===== config.mk =====
export PLATFORM = sky130hd
export DESIGN_NAME = hazard_ctrl_unit
export DESIGN_NICKNAME = d
export VERILOG_FILES = /design/src/rtl/hazard_ctrl_unit.sv
export SDC_FILE = /design/constraint.sdc
export NUM_CORES = 1
export LEC_CHECK = 0
export ABC_AREA = 0
export CAP_MARGIN = 15
export CELL_PAD_IN_SITES_DETAIL_PLACEMENT = 0
export CELL_PAD_IN_SITES_GLOBAL_PLACEMENT = 1
export CORE_AREA = 2 2 81 83
export CTS_BUF_LIST = sky130_fd_sc_hd__clkbuf_8
export CTS_CLUSTER_SIZE = 16
export DETAILED_ROUTE_END_ITERATION = 7
export DIE_AREA = 0 0 83 85
export PLACE_DENSITY_LB_ADDON = 0.25
export REMOVE_ABC_BUFFERS = 1
export SETUP_SLACK_MARGIN = 0.2
export SYNTH_ARGS = -nofsm -noshare
export SYNTH_HDL_FRONTEND = slang
export SYNTH_SLANG_ARGS = --single-unit

===== constraint.sdc =====
create_clock -name clk -period 2.4 [get_ports clk]
set_input_delay 0.36 -clock clk [delete_from_list [all_inputs] [get_ports clk]]
set_output_delay 0.36 -clock clk [all_outputs]
set_load 0.05 [all_outputs]

===== src/rtl/hazard_ctrl_unit.sv =====
// Decode-stage hazard controller: load-use stall sequencing, taken-branch flush
// sequencing, and saturating stall/flush event counters for the debug unit.
module hazard_ctrl_unit #(
  parameter int LOAD_STALL_CYCLES   = 1,
  parameter int BRANCH_FLUSH_CYCLES = 1,
  parameter int CNT_W               = 16
) (
  input  logic             clk,
  input  logic             rst,
  input  logic             ena,
  input  logic [31:0]      instr_id,
  input  logic             ex_mem_read,
  input  logic [4:0]       ex_rt,
  input  logic             branch_taken,
  output logic             pc_write,
  output logic             ifid_write,
  output logic             stop,
  output logic             flush,
  output logic [1:0]       state_dbg,
  output logic [CNT_W-1:0] stall_count,
  output logic [CNT_W-1:0] flush_count
);

  typedef enum logic [1:0] {
    RUN   = 2'd0,
    STALL = 2'd1,
    FLUSH = 2'd2,
    BAD   = 2'd3
  } state_t;

  // Reload values count the cycles remaining after the one that enters the state.
  localparam int STALL_RELOAD = (LOAD_STALL_CYCLES > 1) ? LOAD_STALL_CYCLES - 2 : 0;
  localparam int FLUSH_RELOAD = (BRANCH_FLUSH_CYCLES > 1) ? BRANCH_FLUSH_CYCLES - 2 : 0;

  state_t     state_q, state_d;
  logic [7:0] cnt_q, cnt_d;
  logic [5:0] op;
  logic [4:0] rs, rt;
  logic       uses_rt, hz;
  logic       unused_instr_bits;

  assign op                = instr_id[31:26];
  assign rs                = instr_id[25:21];
  assign rt                = instr_id[20:16];
  assign unused_instr_bits = ^instr_id[15:0];

  assign uses_rt = (op == 6'h00) || (op == 6'h04) || (op == 6'h05) || (op == 6'h2B);
  assign hz      = ex_mem_read && (ex_rt != '0) &&
                   ((ex_rt == rs) || (uses_rt && (ex_rt == rt)));

  assign state_dbg = rst ? 2'd0 : state_q;

  always_comb begin
    state_d    = state_q;
    cnt_d      = cnt_q;
    pc_write   = 1'b1;
    ifid_write = 1'b1;
    stop       = 1'b0;
    flush      = 1'b0;
    if (rst) begin
      state_d = RUN;
      cnt_d   = '0;
    end else if (!ena) begin
      pc_write   = 1'b0;
      ifid_write = 1'b0;
    end else if (branch_taken) begin
      flush = 1'b1;
      stop  = 1'b1;
      if (BRANCH_FLUSH_CYCLES > 1) begin
        state_d = FLUSH;
        cnt_d   = 8'(FLUSH_RELOAD);
      end else begin
        state_d = RUN;
      end
    end else begin
      case (state_q)
        RUN: begin
          if (hz) begin
            stop       = 1'b1;
            pc_write   = 1'b0;
            ifid_write = 1'b0;
            if (LOAD_STALL_CYCLES > 1) begin
              state_d = STALL;
              cnt_d   = 8'(STALL_RELOAD);
            end
          end
        end
        STALL: begin
          stop       = 1'b1;
          pc_write   = 1'b0;
          ifid_write = 1'b0;
          if (cnt_q == '0) state_d = RUN;
          else             cnt_d   = cnt_q - 8'd1;
        end
        FLUSH: begin
          flush = 1'b1;
          stop  = 1'b1;
          if (cnt_q == '0) state_d = RUN;
          else             cnt_d   = cnt_q - 8'd1;
        end
        default: state_d = RUN;
      endcase
    end
  end

  always_ff @(posedge clk) begin
    if (rst) begin
      state_q     <= RUN;
      cnt_q       <= '0;
      stall_count <= '0;
      flush_count <= '0;
    end else if (ena) begin
      state_q <= state_d;
      cnt_q   <= cnt_d;
      if (stop && !flush && (stall_count != '1))
        stall_count <= stall_count + CNT_W'(1);
      if (flush && (flush_count != '1))
        flush_count <= flush_count + CNT_W'(1);
    end
  end

endmodule


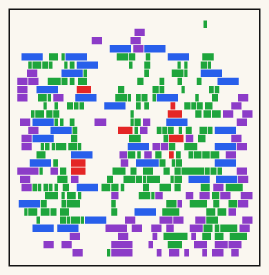
*Cells coloured by class*
Drawn at 3 px/um.
| colour | class | cells |
|---|---|---|
| purple | other buffers and delay cells | 78 |
| red | clock drivers and dummy loads | 8 |
| green | combinational and other logic | 176 |
| blue | flops | 32 |
utilization after layout: 0.450
Seq/total area: 0.230
cell row count: 29

==> flow_summary.toml <==
# synthesis and place-and-route metrics
[global_route]
grt_usage = 0.133
grt-busiest-layer = "met2"
met1_usage = 0.168
antenna_found_initial = 0
grtUsageMet2 = 0.227
grt_max_degree = 42
overflow = 0

[critical_path]
cp-end-kind = "output port"
cp.arrival_ns = 1.74
rrSetupSlack_ns = 0.30
crit_chain = "clkdlybuf4s50_1 > xor2_2 > nor3_4 > o21ai_4 > o21ai_1 > nand2b_1 > buf_12"
crit_family = "buffers and inverters"
path_buffers = 2
critical_path_required_ns = 2.04
setup.worst_path.start_class = "primary input"

[cts]
cts_sinks = 32
tritoncts.num_buffers = 5
cts_htree_levels = 2
cts_hold_buf = 0
cts-root-buf = "clkbuf_8"
clock.latency.late_pin_ns = 0.28

[run]
max-cap-violations = 0
warnings = 41

[floorplanning]
coreArea_um2 = 6200
die_h_um = 85
fp_util = 0.290

[final_timing]
setup_viol = 0
finalCritPeriodShare = 0.876
slew_violations = 0
final.setup.tns_ns = 0
max_slew_margin = 0.664
postLayoutSetupSlackWorst_ns = 0.298
clock_skew_ns = 0.00293
rsz0062_at_grt = "no"
worst_pin_slew_ns = 0.503

[placement]
hpwl_um = 3340
place_area_um2 = 2600
portBuffers = 61
dpl.cell_count = 362

[yosys]
ys_cells = 220
avgSynthCellArea_um2 = 8.19
syn_inst = 220
syn_area_um2 = 1800
yosysChipArea_um2 = 1800
synth_cell_type_count = 40
ys_seq_frac = 0.356
ys_warn_count = 0

[pwr]
total_power_mw = 1.13
power_density_nw_per_um2 = 404
peakVddDrop_mv = 0.317

[route]
drt_iter0_drc = 65
wl_per_cell_um = 13.1
route.met3.wl_um = 225
via_per_inst = 4.81

[finish]
stdcell_count = 371
lay_top_count = "clkdlybuf4s50_1"
area_growth_syn_to_layout_pct = 55.1
nets = 337

[status]
outcome = "complete, no violations"
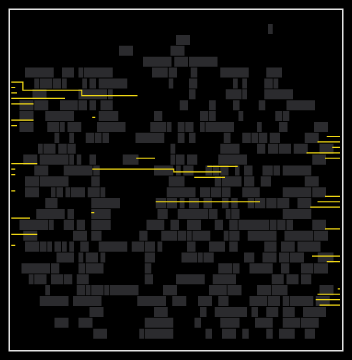
*The metal 3 layer*
Drawn at 4 px/um.
longest straight run: 25.8 um
main direction: horizontal
nets with wire on the layer: 33
share of all routed wire: 4.6%
GR Util met3: 0.0340
Routed WL: 4870 um

[flip-flops by register name, indices dropped and copies added (netlist names)]
signal / flops
flush_count: 16
stall_count: 16
[synthesized netlist by cell type]
| cell type | count | area (um2) |
|---|---|---|
| nand2_1 | 12 | 45.0 |
| and2b_1 | 1 | 7.51 |
| xor2_1 | 12 | 105 |
| mux2_1 | 3 | 33.8 |
| nor2_1 | 27 | 101 |
| or4b_1 | 1 | 10.0 |
| xnor2_1 | 10 | 87.6 |
| mux2_2 | 3 | 33.8 |
| nor2b_1 | 4 | 25.0 |
| nand4_2 | 1 | 12.5 |
| inv_1 | 4 | 15.0 |
| buf_4 | 4 | 30.0 |
| o21a_1 | 1 | 7.51 |
| nor3_2 | 1 | 10.0 |
| or3b_1 | 1 | 8.76 |
| conb_1 | 1 | 3.75 |
| nand4_1 | 14 | 87.6 |
| o21ai_2 | 1 | 8.76 |
| or4_1 | 4 | 30.0 |
| o21bai_1 | 1 | 7.51 |
| clkbuf_1 | 4 | 15.0 |
| o31ai_1 | 3 | 22.5 |
| nor4_1 | 6 | 37.5 |
| and3_1 | 4 | 25.0 |
| or2_1 | 1 | 6.26 |
| nand2b_1 | 5 | 31.3 |
| buf_2 | 5 | 25.0 |
| nor2b_2 | 1 | 8.76 |
| dfxtp_1 | 32 | 641 |
| nand2_2 | 1 | 6.26 |
| o21ai_0 | 10 | 50.1 |
| ha_1 | 2 | 25.0 |
| or3_1 | 8 | 50.1 |
| a21boi_0 | 1 | 7.51 |
| nand3_1 | 10 | 50.1 |
| nor3_1 | 5 | 25.0 |
| a21oi_1 | 12 | 60.1 |
| nor4_2 | 1 | 12.5 |
| mux2i_1 | 2 | 20.0 |
| nor3b_2 | 1 | 12.5 |
[tightest hold or removal path: stages (launching register included)]
cell	delay, ns
dfxtp_2	0.34
nand2b_1	0.07
mux2i_1	0.05
[final timing paths]
path / end / startpoint / depth (start not counted)
max: pc_write / instr_id[21] / 7
min: stall_count[1] / stall_count[1] / 2
max reg2reg: stall_count[9] / stall_count[1] / 7
min reg2reg: stall_count[1] / stall_count[1] / 2
[cell families after synthesis]
family | count (synthesis) | share of synthesized area
AND-OR/OR-AND | 29 | 0.0910
multiplexers | 8 | 0.0486
AND/OR/NAND/NOR | 109 | 0.335
flip-flops | 32 | 0.356
adder cells (fa/ha/maj) | 2 | 0.0139
buffers and inverters | 17 | 0.0472
other | 1 | 0.00208
XOR/XNOR | 22 | 0.107
[final cells by class]
class,instances,area (um2)
Inverter,4,15.0
Multi-Input combinational cell,172,1190
Fill cell,632,3410
Clock buffer,6,82.6
Tap cell,77,96.3
Timing Repair Buffer,78,762
Sequential cell,32,642
Clock inverter,2,10.0
[power breakdown]
| group | total [mW] | internal [mW] | switching [mW] |
|---|---|---|---|
| Clock | 0.437 | 0.229 | 0.208 |
| Combinational | 0.157 | 0.0761 | 0.0811 |
| Sequential | 0.534 | 0.532 | 0.00177 |
[what timing repair did]
action                                  CTS  global route
pin swaps                                12             9
buffers inserted                          1             0
endpoints found under the setup margin   11            10
resized                                  40            26
endpoints found under the hold margin     0             0
